$ cat src/rtl/risc_pkg.sv
// risc_pkg: shared widths, opcode constants and r0 handling default for the pipeline
package risc_pkg;
  localparam int DATA_WIDTH = 16;
  localparam int REG_ADDR_WIDTH = 3;
  localparam int OP_WIDTH = 4;
  localparam bit R0_ZERO_DEFAULT = 1'b0;
  typedef enum logic [OP_WIDTH-1:0] {
    OP_ADD = 4'h0,
    OP_SUB = 4'h1,
    OP_AND = 4'h2,
    OP_OR  = 4'h3,
    OP_XOR = 4'h4,
    OP_LD  = 4'h8,
    OP_ST  = 4'h9,
    OP_BEQ = 4'hC
  } op_e;
endpackage

$ cat src/rtl/operand_bypass_mux.sv
// operand_bypass_mux: picks one source operand from r0 zero, EX bypass, WB bypass or register file
module operand_bypass_mux #(
  parameter int DATA_WIDTH = risc_pkg::DATA_WIDTH,
  parameter int REG_ADDR_WIDTH = risc_pkg::REG_ADDR_WIDTH,
  parameter bit R0_ZERO = risc_pkg::R0_ZERO_DEFAULT
) (
  input  logic [REG_ADDR_WIDTH-1:0] rs,
  input  logic [DATA_WIDTH-1:0]     rf_value,
  input  logic                      ex_valid,
  input  logic                      ex_load,
  input  logic [REG_ADDR_WIDTH-1:0] ex_rd,
  input  logic [DATA_WIDTH-1:0]     ex_value,
  input  logic                      wb_valid,
  input  logic [REG_ADDR_WIDTH-1:0] wb_rd,
  input  logic [DATA_WIDTH-1:0]     wb_value,
  output logic [DATA_WIDTH-1:0]     value
);
  always_comb begin
    value = (R0_ZERO && rs == '0) ? '0 :
            (ex_valid && !ex_load && ex_rd == rs) ? ex_value :
            (wb_valid && wb_rd == rs) ? wb_value : rf_value;
  end
endmodule

$ cat src/rtl/operand_fetch_stage.sv
// operand_fetch_stage: ID/EX operand select with bypassing, load-use stall and valid/ready pipeline register
module operand_fetch_stage #(
  parameter int DATA_WIDTH = risc_pkg::DATA_WIDTH,
  parameter int REG_ADDR_WIDTH = risc_pkg::REG_ADDR_WIDTH,
  parameter int OP_WIDTH = risc_pkg::OP_WIDTH,
  parameter bit R0_ZERO = risc_pkg::R0_ZERO_DEFAULT
) (
  input  logic                      clk,
  input  logic                      rst_n,
  input  logic                      in_valid,
  output logic                      in_ready,
  input  logic [15:0]               in_pc,
  input  logic [OP_WIDTH-1:0]       in_op,
  input  logic [REG_ADDR_WIDTH-1:0] in_rs1,
  input  logic [REG_ADDR_WIDTH-1:0] in_rs2,
  input  logic                      in_use_rs1,
  input  logic                      in_use_rs2,
  input  logic [REG_ADDR_WIDTH-1:0] in_rd,
  input  logic                      in_reg_write,
  input  logic                      in_mem_read,
  input  logic [DATA_WIDTH-1:0]     in_imm,
  output logic [REG_ADDR_WIDTH-1:0] rf_rs1,
  output logic [REG_ADDR_WIDTH-1:0] rf_rs2,
  input  logic [DATA_WIDTH-1:0]     rf_rs1_value,
  input  logic [DATA_WIDTH-1:0]     rf_rs2_value,
  input  logic                      ex_fwd_valid,
  input  logic [REG_ADDR_WIDTH-1:0] ex_fwd_rd,
  input  logic [DATA_WIDTH-1:0]     ex_fwd_value,
  input  logic                      ex_fwd_load,
  input  logic                      wb_fwd_valid,
  input  logic [REG_ADDR_WIDTH-1:0] wb_fwd_rd,
  input  logic [DATA_WIDTH-1:0]     wb_fwd_value,
  input  logic                      flush,
  output logic                      out_valid,
  input  logic                      out_ready,
  output logic [15:0]               out_pc,
  output logic [OP_WIDTH-1:0]       out_op,
  output logic [REG_ADDR_WIDTH-1:0] out_rd,
  output logic                      out_reg_write,
  output logic                      out_mem_read,
  output logic [DATA_WIDTH-1:0]     out_imm,
  output logic [DATA_WIDTH-1:0]     out_a,
  output logic [DATA_WIDTH-1:0]     out_b,
  output logic [15:0]               stall_count
);
  logic hit1, hit2, hazard, xfer;
  logic [DATA_WIDTH-1:0] a, b;
  assign rf_rs1 = in_rs1;
  assign rf_rs2 = in_rs2;
  always_comb begin
    hit1 = in_use_rs1 && ex_fwd_rd == in_rs1 && !(R0_ZERO && in_rs1 == '0);
    hit2 = in_use_rs2 && ex_fwd_rd == in_rs2 && !(R0_ZERO && in_rs2 == '0);
    hazard = ex_fwd_valid && ex_fwd_load && (hit1 || hit2);
    in_ready = (!out_valid || out_ready) && !hazard && !flush;
    xfer = in_valid && in_ready;
  end
  operand_bypass_mux #(
    .DATA_WIDTH(DATA_WIDTH), .REG_ADDR_WIDTH(REG_ADDR_WIDTH), .R0_ZERO(R0_ZERO)
  ) mux_a (
    .rs(in_rs1), .rf_value(rf_rs1_value),
    .ex_valid(ex_fwd_valid), .ex_load(ex_fwd_load), .ex_rd(ex_fwd_rd), .ex_value(ex_fwd_value),
    .wb_valid(wb_fwd_valid), .wb_rd(wb_fwd_rd), .wb_value(wb_fwd_value),
    .value(a)
  );
  operand_bypass_mux #(
    .DATA_WIDTH(DATA_WIDTH), .REG_ADDR_WIDTH(REG_ADDR_WIDTH), .R0_ZERO(R0_ZERO)
  ) mux_b (
    .rs(in_rs2), .rf_value(rf_rs2_value),
    .ex_valid(ex_fwd_valid), .ex_load(ex_fwd_load), .ex_rd(ex_fwd_rd), .ex_value(ex_fwd_value),
    .wb_valid(wb_fwd_valid), .wb_rd(wb_fwd_rd), .wb_value(wb_fwd_value),
    .value(b)
  );
  always_ff @(posedge clk or negedge rst_n) begin
    if (!rst_n) begin
      out_valid <= 1'b0;
      out_pc <= '0;
      out_op <= '0;
      out_rd <= '0;
      out_reg_write <= 1'b0;
      out_mem_read <= 1'b0;
      out_imm <= '0;
      out_a <= '0;
      out_b <= '0;
      stall_count <= '0;
    end else begin
      if (in_valid && hazard && !flush && stall_count != 16'hFFFF) stall_count <= stall_count + 16'd1;
      if (flush) out_valid <= 1'b0;
      else if (xfer) begin
        out_valid <= 1'b1;
        out_pc <= in_pc;
        out_op <= in_op;
        out_rd <= in_rd;
        out_reg_write <= in_reg_write;
        out_mem_read <= in_mem_read;
        out_imm <= in_imm;
        out_a <= a;
        out_b <= b;
      end else if (out_ready) out_valid <= 1'b0;
    end
  end
endmodule
$ cat config.mk
export PLATFORM = sky130hd
export DESIGN_NAME = operand_fetch_stage
export DESIGN_NICKNAME = d
export VERILOG_FILES = /design/src/rtl/risc_pkg.sv /design/src/rtl/operand_bypass_mux.sv /design/src/rtl/operand_fetch_stage.sv
export SDC_FILE = /design/constraint.sdc
export NUM_CORES = 1
export LEC_CHECK = 0
export ABC_AREA = 1
export ABC_CLOCK_PERIOD_IN_PS = 4000
export CELL_PAD_IN_SITES_DETAIL_PLACEMENT = 0
export CELL_PAD_IN_SITES_GLOBAL_PLACEMENT = 1
export CORE_MARGIN = 4
export CORE_UTILIZATION = 30
export DETAILED_ROUTE_END_ITERATION = 8
export PLACE_DENSITY_LB_ADDON = 0.1
export SYNTH_ARGS = -nofsm -noshare
export SYNTH_HDL_FRONTEND = slang
export SYNTH_HIERARCHICAL = 1
export SYNTH_SLANG_ARGS = --single-unit
export TNS_END_PERCENT = 1
$ cat constraint.sdc
create_clock -name clk -period 4 [get_ports clk]
set_input_delay 0.6 -clock clk [delete_from_list [all_inputs] [get_ports clk]]
set_output_delay 0.6 -clock clk [all_outputs]
set_load 0.1 [all_outputs]
Fig. 1: run 1, routed metal, one color a layer
Scale: 2 px per um. Two of the layers only.
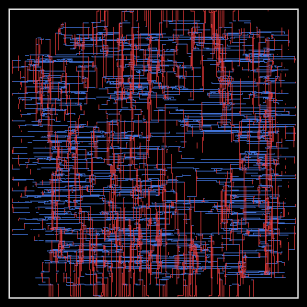
M2 -> red  # wire length 7860 um
M1 -> blue  # wire length 9250 um
wirelength, routed: 18.87 mm
GR Util All Layers: 18.13%
via count of the routed design: 5612
Avg WL per Cell: 15.41 um

Fig. 2: run 1, sequential cells colored by netlist name
Scale: 4 px per um. Other sequential cells in the stronger gray, the rest of the logic in the fainter gray.
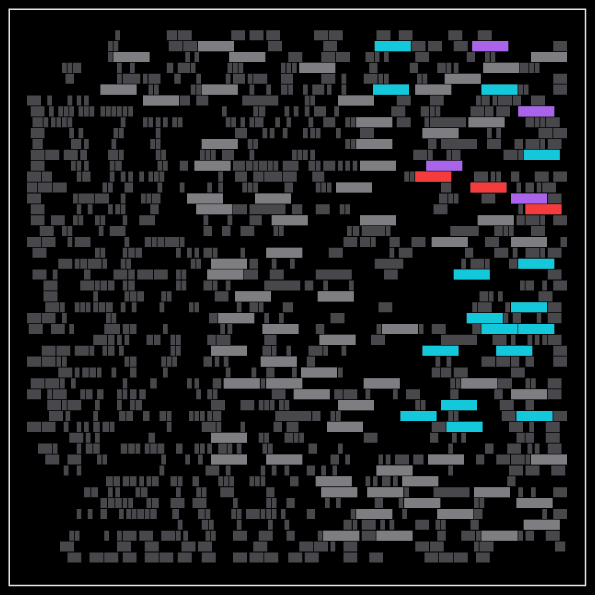
out_op -> purple  # sequential cells 4, where top right
out_rd -> red  # sequential cells 3
out_pc -> cyan  # sequential cells 16
sequential power: 1.13 mW
Seq. cell area: 2252 um2
sequential share of cell area: 27.97%
fin util: 44.68%

==> changes_impl.md, run 1 <==
## Flow update

- Fp util: 30.63%
- Top logic family: simple AND/OR/NAND/NOR gates
- DR vias/cell: 4.581
- Count of tool warnings: 26
- Signal buffers: 230
- Invs w/o clock: 96
- Status: finished, final reports clean
- Setup crit start kind: primary input
- Global placement routability congestion: 0.8454
- CP required: 3.40 ns
- Crit path launch: in_rs1[2]
- Max Cap Viol: 0
- Seq share, synth: 40.79%
- # clock sinks: 90
- Internal reg-to-reg setup slack: 2.17 ns
- Gr ovfl total: 0
- Pleak: 4.135 nW
- Non-clock buffering overhead: 28.37%
- RSZ-0062 raised after global routing: false
- Synth Area in Simple Gates: 44.05%
- # clk buffers: 10
- Slew headroom: 27.91%
- YS chip area: 5522 um2
- Clk tree area frac: 3.465%
- WS Path Type: in -> out
- Cycle use final: 68.51%
- CP max FO: 5
- CTS tree: done
- Fin. Hold Viols: 0
- R2R cell count: 5
- Finish-stage setup viols: 0
Fig. 3: run 1, cell placement
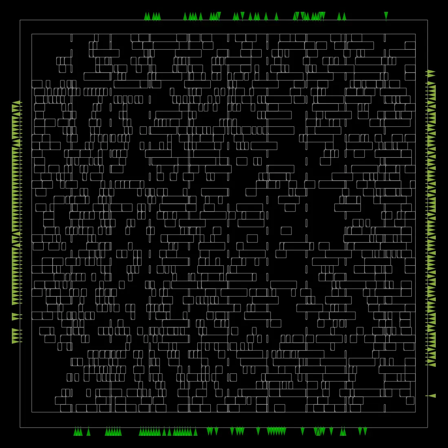
Finished Layout Cells: 1225
tap cells: 229

Fig. 4: run 1, M3 wires
Scale: 2 px per um.
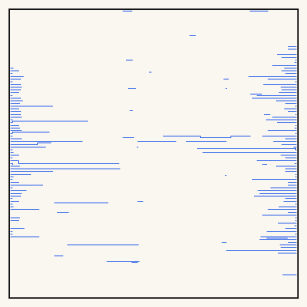
wire length on this layer = 1460 um
nets with wire on the layer = 151
longest straight run = 54.5 um
main direction = horizontal
met3 Use GR: 4.126%

## Run 2: what changed since run 1
--- a/config.mk
+++ b/config.mk
@@ -6,11 +6,11 @@
 export NUM_CORES = 1
 export LEC_CHECK = 0
 export ABC_AREA = 1
-export ABC_CLOCK_PERIOD_IN_PS = 4000
+export ABC_CLOCK_PERIOD_IN_PS = 2400
 export CELL_PAD_IN_SITES_DETAIL_PLACEMENT = 0
 export CELL_PAD_IN_SITES_GLOBAL_PLACEMENT = 1
 export CORE_MARGIN = 4
-export CORE_UTILIZATION = 30
+export CORE_UTILIZATION = 27
 export DETAILED_ROUTE_END_ITERATION = 8
 export PLACE_DENSITY_LB_ADDON = 0.1
 export SYNTH_ARGS = -nofsm -noshare
==> constraint.sdc (replaced) <==
create_clock -name clk -period 2.4 [get_ports clk]
set_input_delay 0.36 -clock clk [delete_from_list [all_inputs] [get_ports clk]]
set_output_delay 0.36 -clock clk [all_outputs]
set_load 0.1 [all_outputs]
Fig. 5: run 2, routed metal, one color a layer
Scale: 2 px per um. Two of the layers only.
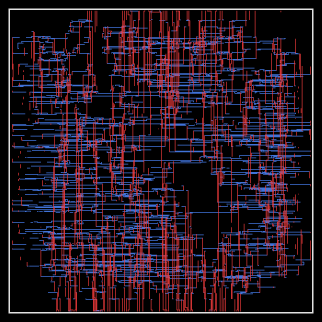
M1 -> blue  # wire length 9070 um
M2 -> red  # wire length 8340 um
wirelength, routed: 19.05 mm
Avg WL per Cell: 14.86 um

==> run 2 against run 1 <==
Against the previous run: design area increased by 1.4%; power increased by 72%; via count decreased by 0.18%; routed wire length increased by 0.95%; register-to-register slack got worse by 1.5 ns; sequential power increased by 66%; flip-flop count unchanged; critical path type unchanged; critical endpoint unchanged.
==> changes_impl.md, run 2 <==
## Flow update

- Status: finished, final reports clean
- Setup crit start kind: primary input
- Max Used Layer: met4
- Crit path launch: ex_fwd_rd[1]
- R2R cell count: 8
- Slew headroom: 61.67%
- Pleak: 4.415 nW
- Invs w/o clock: 96
- Sequential share of cell area: 27.57%
- Met3 Use GR: 2.962%
- # clock sinks: 90
- Internal reg-to-reg setup slack: 0.70 ns
- Fp util: 27.38%
- Sequential power: 1.88 mW
- Finish-stage setup viols: 0
- Top logic family: simple AND/OR/NAND/NOR gates
- CP max FO: 7
- Flops: 90
- Cell type with the largest total area: dfrtp_1
- Seq share, synth: 40.79%
- Count of tool warnings: 26
- Tally of filler cells in the layout: 2203
- Fin util: 40.50%
- Signal buffers: 246
- GR Util All Layers: 16.57%
- CTS tree: done
- Finished Layout Cells: 1282
- Synth Area in Simple Gates: 44.05%
- # clk buffers: 10
- Hold buffer count at cts: 0
- Seq. cell area: 2252 um2
- CP required: 2.04 ns
- WS Path Type: in -> out
- Fin. Hold Viols: 0
- CP dominant cell by count: nand2_1
- Clk tree area frac: 4.089%
- Global placement routability congestion: 0.7818
- Max Cap Viol: 0
- Gr ovfl total: 0
- YS chip area: 5522 um2
- Non-clock buffering overhead: 28.06%
- Synthesized-area fraction occupied by adder cells: 0.2266%
- DR vias/cell: 4.370
- Largest cell class: multi-input combinational cells
- Tap cells: 270
- RSZ-0062 raised after global routing: false
- Clock group power: 1.60 mW
Power figures rest on the tool's default switching activity, not on a simulated workload.
